### Congestion heat map, run 1

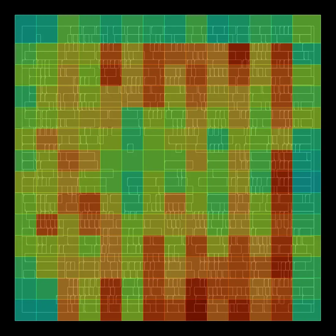
### The metal 2 layer, run 1

The bar under the picture is 20 microns long. Cells faint in the background.
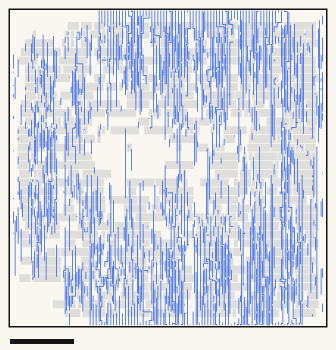
### M1 wires, run 1

The bar under the picture is 20 microns long. Cells faint in the background.
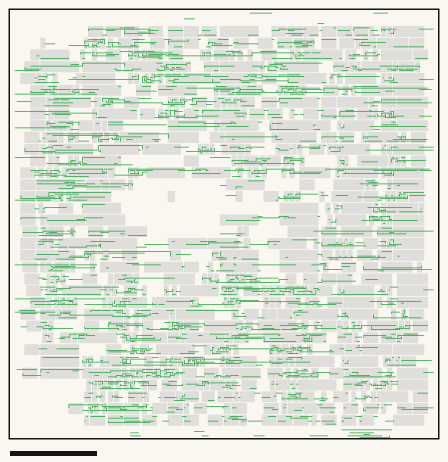
==> config.mk <==
export PLATFORM = sky130hd
export DESIGN_NAME = ram_arbiter
export DESIGN_NICKNAME = d
export VERILOG_FILES = /design/src/rtl/ram_arbiter_pkg.sv /design/src/rtl/ram_arbiter_starve_counter.sv /design/src/rtl/ram_arbiter.sv
export SDC_FILE = /design/constraint.sdc
export NUM_CORES = 1
export LEC_CHECK = 0
export ABC_AREA = 1
export CAP_MARGIN = 30
export CORE_MARGIN = 2
export CORE_UTILIZATION = 38
export CTS_BUF_LIST = sky130_fd_sc_hd__clkbuf_2
export DETAILED_ROUTE_END_ITERATION = 16
export PLACE_DENSITY = 0.85
export SYNTH_ARGS = -nofsm -noshare
export SYNTH_HDL_FRONTEND = slang
export SYNTH_SLANG_ARGS = --single-unit
==> constraint.sdc <==
create_clock -name clk_in -period 2.1 [get_ports clk_in]
set_input_delay 0.21 -clock clk_in [delete_from_list [all_inputs] [get_ports clk_in]]
set_output_delay 0.21 -clock clk_in [all_outputs]
set_load 0.05 [all_outputs]
==> results.ini, run 1 <==
[synthesis]
synth_top_area_share_pct = 52.0
async_flop_share_pct = 100
ff_type = dfrtp_1
yosysWarnings = 0
synthDistinctLibCells = 20
synthCells = 469
floorplan.nets = 605
ys_seq_share_pct = 52.0
synthesis.area_sq_um = 3410
edf_count = 0
top_cells_by_count = 230 x nand2_1, 76 x inv_1, 71 x dfrtp_1
synth.area.top_cells = dfrtp_1 52%, nand2_1 25%, inv_1 8.4%, nand3_1 5.0%, nor2_1 2.2%
top_area_cell = dfrtp_1
ys_area_sq_um = 3410
synth_area_per_cell_sq_um = 7.28
ys_cells = 469
synth.most_common_cell = nand2_1
ys_ff = 71

[place]
place.gp.congestion = 0.899
portBuffers = 249
placed_cells = 812
hpwl_microns = 9930

[power_and_ir_drop]
power_leader = combinational cells
clkPwrFrac_pct = 12.1
switchingPower_mw = 2.01
p_comb_mw = 2.34
p_leak_nw = 3.50
power_density_nw_per_um2 = 705
p_clk_mw = 0.564
p_seq_share_pct = 37.5
powerSeq_mw = 1.74
comb_power_share_pct = 50.3
swShare_pct = 43.2
p_int_mw = 2.64
max-vdd-ir-drop_v = 0.000530

[global_route]
grt_start_max_net_pins = 50
busiest_layer = met2
overflow = 0
grtUsageMet3_pct = 5.67
antenna_found_initial = 0
grt_pass1_vias = 3938
grt_pass1_wl_microns = 19200

[layout]
nets = 852
drive_gt1_share_pct = 10.6
largest_reg_flops = 48
synthToLayoutAreaGrowth_pct = 93.0
instances_no_fill = 827
diodes = 0

[final_timing]
hold_viol_final = 0
finalSetupViolCount = 0
rsz0062_at_grt = false
fmax_mhz = 522
fin_worst_skew_ns = 0.0240
slew_violations = 0
finalCritPeriodShare_pct = 91.3
tightestPinTransition_ns = 0.651
relSlewSlack_pct = 56.6
fin_crit_ns = 1.92
fin_tns_setup_ns = 0
hold_ws_ns = 0.246

[die]
die_y_microns = 98.8
die_x_microns = 98.8
num_rows = 34
placeableCoreArea_sq_um = 8720
floorplan.core_util_pct = 39.2
dieArea_sq_um = 9760
io_pins = 250

[critical_path]
rr_worst_depth = 7
cp_slowest_stage_delay_ns = 0.84
startpoint_type = flip-flop
path_class = reg2out
cpMaxStageDelayCell = clkdlybuf4s50_1
path_depth = 1
worstPathCellList = clkdlybuf4s50_1
reg2reg_slack_ns = 0.54
path_delay_family = buffers and inverters
crit_fanout = 2
end_kind = output pin
cp.arrival_ns = 1.71
crit_buf_inv = 1
timing.critical_path.required_ns = 1.89

[clock_network]
htree_levels = 3
root_buffer = clkbuf_2
post-cts-setup-buffers = 0
cts_tree = built
clkSlewWorstSetupHoldPaths_ns = 0.18
clk_latency_ns = 0.47
clk_path_buf_depth = 2
numCtsBuffers = 9
cts.sinks = 71

[run_status]
status = completed

[route]
via_per_inst = 4.66
drt_iter0_drc = 150
drc_errors = 0
drtAntennaViolNets = 0
drtPass1Iterations = 4
wire_per_inst_microns = 14.7

[worst_hold_path]
hold_class = in2reg
min_path_cells = 3

[job]
maxCapViolCount = 0
warning_count = 29

-- 'Congestion heat map' (at the start) --
GRT Resource Usage Total: 25.0%
met1 Usage GRT: 24.4%
final core occ: 75.6%

-- 'The metal 2 layer' (at the start) --
720 nets have wire on it. The layer carries 6,790 microns of wire. The wires run mostly vertical. The longest straight run is 47.4 microns. The layer holds 56% of the routed length.
met2 Use GR: 48.6%
vias: 3,855
final wirelength: 12,200 microns

-- 'M1 wires' (at the start) --
The layer carries 4,050 microns of wire. The wires run mostly horizontal. The longest straight run is 27.6 microns. 733 nets have wire on it. The layer holds 33% of the routed length.

[run 1: cell usage in the layout, fill, tap and decap left out, types with 2 or more instances in the layout]
cell type        netlist  layout
buf_4                  2       6
nor2_1                20      20
clkbuf_2               0      11
buf_12                 0      52
clkdlybuf4s50_1        0     196
dlygate4sd2_1          0       2
nand4_1                5       5
clkinv_1               0       2
inv_1                 76      76
ha_1                   2       2
nand3_1               34      34
dfrtp_1               71      71
nand2_1              230     230
[run 1: repair_timing]
action / in CTS / in global routing
gates resized: 2 / 0
hold endpoints to repair: 24 / 0
hold buffers: 1 / 0
endpoints found under the setup margin: 2 / 0
[run 1: metrics by stage]
stage          instance area (sq um)  power (mW)  setup WS [ns]
3_5_place_dp                    6520        4.12          0.159
4_1_cts                         6590        4.68          0.157
5_1_grt                         6590        4.87         0.0852
6_report                        6590        4.65          0.183
2_1_floorplan                   3410        3.03          0.268
3_3_place_gp                    6520        4.06          0.245
[run 1: cells by family after synthesis]
kind of cell               after synthesis  synth area share [%]
AOI/OAI and AO/OA                        2                 0.623
buffers and inverters                   99                  11.6
muxes                                    1                 0.293
adders and majority gates                2                 0.733
and+or+nand+nor                        292                  34.4
DFF                                     71                  52.0
xor gates and xnor gates                 1                 0.257
other                                    1                 0.110
[run 1: cell type report]
| class | count | area (sq um) |
|---|---|---|
| clock buffers | 11 | 55.1 |
| repair buffers | 258 | 3080 |
| inverters | 77 | 289 |
| fillers | 626 | 2130 |
| well taps | 108 | 135 |
| multi-input cells | 299 | 1240 |
| clock inverters | 3 | 12.5 |
| flip-flops and latches | 71 | 1780 |
[run 1: per-layer routing]
| layer | vias up | wire, microns |
|---|---|---|
| met5 | - | 0 |
| li1 | 1859 | - |
| met2 | 179 | 6790 |
| met3 | 37 | 832 |
| met4 | 0 | 524 |
| met1 | 1780 | 4050 |
==> inputs of run 2 (changes only) <==
--- a/config.mk
+++ b/config.mk
@@ -7,6 +7,7 @@
 export LEC_CHECK = 0
 export ABC_AREA = 1
 export CAP_MARGIN = 30
+export CORE_ASPECT_RATIO = 0.7
 export CORE_MARGIN = 2
 export CORE_UTILIZATION = 38
 export CTS_BUF_LIST = sky130_fd_sc_hd__clkbuf_2
### Congestion heat map, run 2

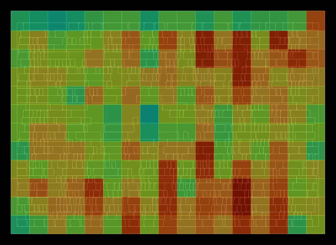
final core occ: 77.3%
met1 Usage GRT: 27.6%
met3 Usage GRT: 8.59%

### Met4 routing, run 2

The bar under the picture is 20 microns long.
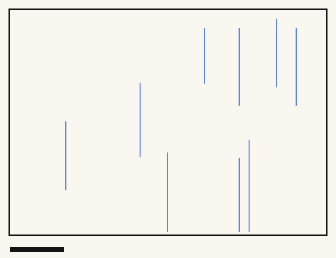
The layer holds 2.0% of the routed length. 9 nets have wire on it. The wires run mostly vertical.
final wirelength: 12,400 microns
vias: 3,802

==> run 2 against run 1 <==
- final cell count grew 1.5%
- synthesized area is the same
- non-clock buffer count shrank 2
==> results.ini, run 2 <==
[run_status]
status = completed

[critical_path]
rr_worst_depth = 7  ; unchanged
timing.critical_path.required_ns = 1.89  ; about the same
startpoint_type = flip-flop
worstPathCellList = clkdlybuf4s50_1
path_class = reg2out
path_delay_family = buffers and inverters
path_depth = 1  ; unchanged
crit_buf_inv = 1  ; unchanged
cp_slowest_stage_delay_ns = 0.82  ; -0.02 ns
reg2reg_slack_ns = 0.49  ; -0.05 ns

[synthesis]
async_flop_share_pct = 100  ; unchanged
ff_type = dfrtp_1
ys_ff = 71  ; unchanged
synth.area.top_cells = dfrtp_1 52%, nand2_1 25%, inv_1 8.4%, nand3_1 5.0%, nor2_1 2.2%
ys_cells = 469  ; unchanged
synthCells = 469  ; unchanged
ys_seq_share_pct = 52.0  ; unchanged
floorplan.nets = 605  ; unchanged
synth_top_area_share_pct = 52.0  ; unchanged
ys_area_sq_um = 3410  ; unchanged
synth_area_per_cell_sq_um = 7.28  ; unchanged
synth.most_common_cell = nand2_1
top_cells_by_count = 230 x nand2_1, 76 x inv_1, 71 x dfrtp_1

[place]
place.gp.congestion = 0.814  ; -9.4%
placed_area_sq_um = 6520  ; unchanged
placed_cells = 822  ; +1.2%
hpwl_microns = 9940  ; about the same

[layout]
layout_top_cells = 230 x nand2_1, 196 x clkdlybuf4s50_1, 76 x inv_1
nets = 850  ; -0.23%
instances_no_fill = 839  ; +1.5%
drive_gt1_share_pct = 10.8  ; +0.28 points
synthToLayoutAreaGrowth_pct = 94.4
diodes = 0  ; unchanged
largest_reg_flops = 48  ; unchanged
postLayoutCellArea_sq_um = 6640  ; +0.70%

[power_and_ir_drop]
max-vdd-ir-drop_v = 0.000501  ; -5.4%
p_leak_nw = 3.51  ; +0.17%
p_seq_share_pct = 35.9  ; -1.6 points
comb_power_share_pct = 48.2  ; -2.1 points
p_clk_mw = 0.769  ; +36%
switchingPower_mw = 2.06  ; +2.6%
swShare_pct = 42.6  ; -0.60 points
power_density_nw_per_um2 = 729  ; +3.4%

[die]
num_rows = 28  ; -18%
placeableCoreArea_sq_um = 8580  ; -1.6%
die_y_microns = 83.3  ; -16%
floorplan.core_util_pct = 39.8  ; +0.63 points
io_pins = 250  ; unchanged
die_x_microns = 117  ; +19%

[clock_network]
clkSlewWorstSetupHoldPaths_ns = 0.21  ; +0.03 ns
numCtsBuffers = 9  ; unchanged
htree_levels = 3  ; unchanged
cts_tree = built
root_buffer = clkbuf_2
clk_path_buf_depth = 2  ; unchanged
post-cts-setup-buffers = 0  ; unchanged
clk_latency_ns = 0.49  ; +0.02 ns

[global_route]
grt_pass1_vias = 3703  ; -6.0%
overflow = 0  ; unchanged
grt_start_max_net_pins = 72  ; +44%
antenna_found_initial = 0  ; unchanged
grt_pass1_wl_microns = 19600  ; +2.2%
track_usage_pct = 25.3  ; +0.28 points

[worst_hold_path]
min_path_cells = 3  ; unchanged
hold_class = in2reg

[route]
drc_errors = 0  ; unchanged
drtAntennaViolNets = 0  ; unchanged
drtPass1Iterations = 7  ; +3
wire_per_inst_microns = 14.7  ; about the same
via_per_inst = 4.53  ; -2.8%
drt_iter0_drc = 147  ; -2.0%

[final_timing]
slew_violations = 0  ; unchanged
fin_tns_setup_ns = 0  ; unchanged
fin_worst_skew_ns = 0.0251  ; +0.00107 ns
fmax_mhz = 513  ; -1.6%
hold_viol_final = 0  ; unchanged
relSlewSlack_pct = 62.6  ; +6.0 points

[job]
maxCapViolCount = 0  ; unchanged
warning_count = 28  ; -3.4%

### Metal 3, run 2

The bar under the picture is 20 microns long. Cells faint in the background.
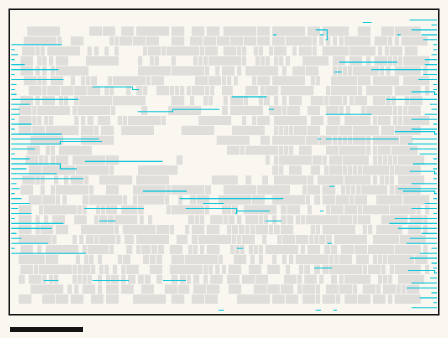
The layer holds 6.8% of the routed length. 121 nets have wire on it.

-- run 2: cell counts after synthesis --
No cell type changed its count.
-- run 2: final cells by class --
cell class / instances / area [sq um] / area share (%)
clock buffers: 11 / 55.1 / 0.829
clock inverters: 5 / 58.8 / 0.886
inverters: 77 / 289 / 4.35
multi-input cells: 299 / 1240 / 18.7
flip-flops and latches: 71 / 1780 / 26.8
well taps: 120 / 150 / 2.26
repair buffers: 256 / 3070 / 46.2
-- run 2: repair_timing --
action	CTS	global route
hold buffers	1	0
endpoints found under the hold margin	71	0
endpoints found under the setup margin	2	0
gates resized	2	0
-- run 2: kinds of logic (layout without fill, tap and decap cells) --
kind of cell | after synthesis | after routing | synth area share (%)
flops | 71 | 71 | 52.0
compound gates | 2 | 2 | 0.623
other cells | 1 | 1 | 0.110
fa+ha+maj | 2 | 2 | 0.733
xor+xnor | 1 | 1 | 0.257
simple gates | 292 | 292 | 34.4
mux | 1 | 1 | 0.293
buf+inv | 99 | 349 | 11.6
-- run 2: stage by stage --
| stage | total power [mW] | setup slack [ns] | hold slack [ns] | util [%] |
|---|---|---|---|---|
| floorplan | 3.03 | 0.268 | -0.0856 | - |
| global placement | 4.05 | 0.221 | 0.258 | 75.9 |
| detailed placement | 4.10 | 0.126 | 0.268 | 75.9 |
| CTS | 4.88 | 0.110 | 0.174 | 77.3 |
| global route | 5.07 | 0.0194 | 0.136 | 77.3 |
| finish | 4.84 | 0.152 | 0.205 | 77.3 |
-- run 2: per-layer routing --
layer  track usage [%]  wire (microns)  vias up
met5                 0               0        -
met2              47.0            6530      155
met4              6.68             245        0
met3              8.59             842       19
met1              27.6            4750     1768
li1                  -               -     1860
Power figures rest on the tool's default switching activity, not on a simulated workload.
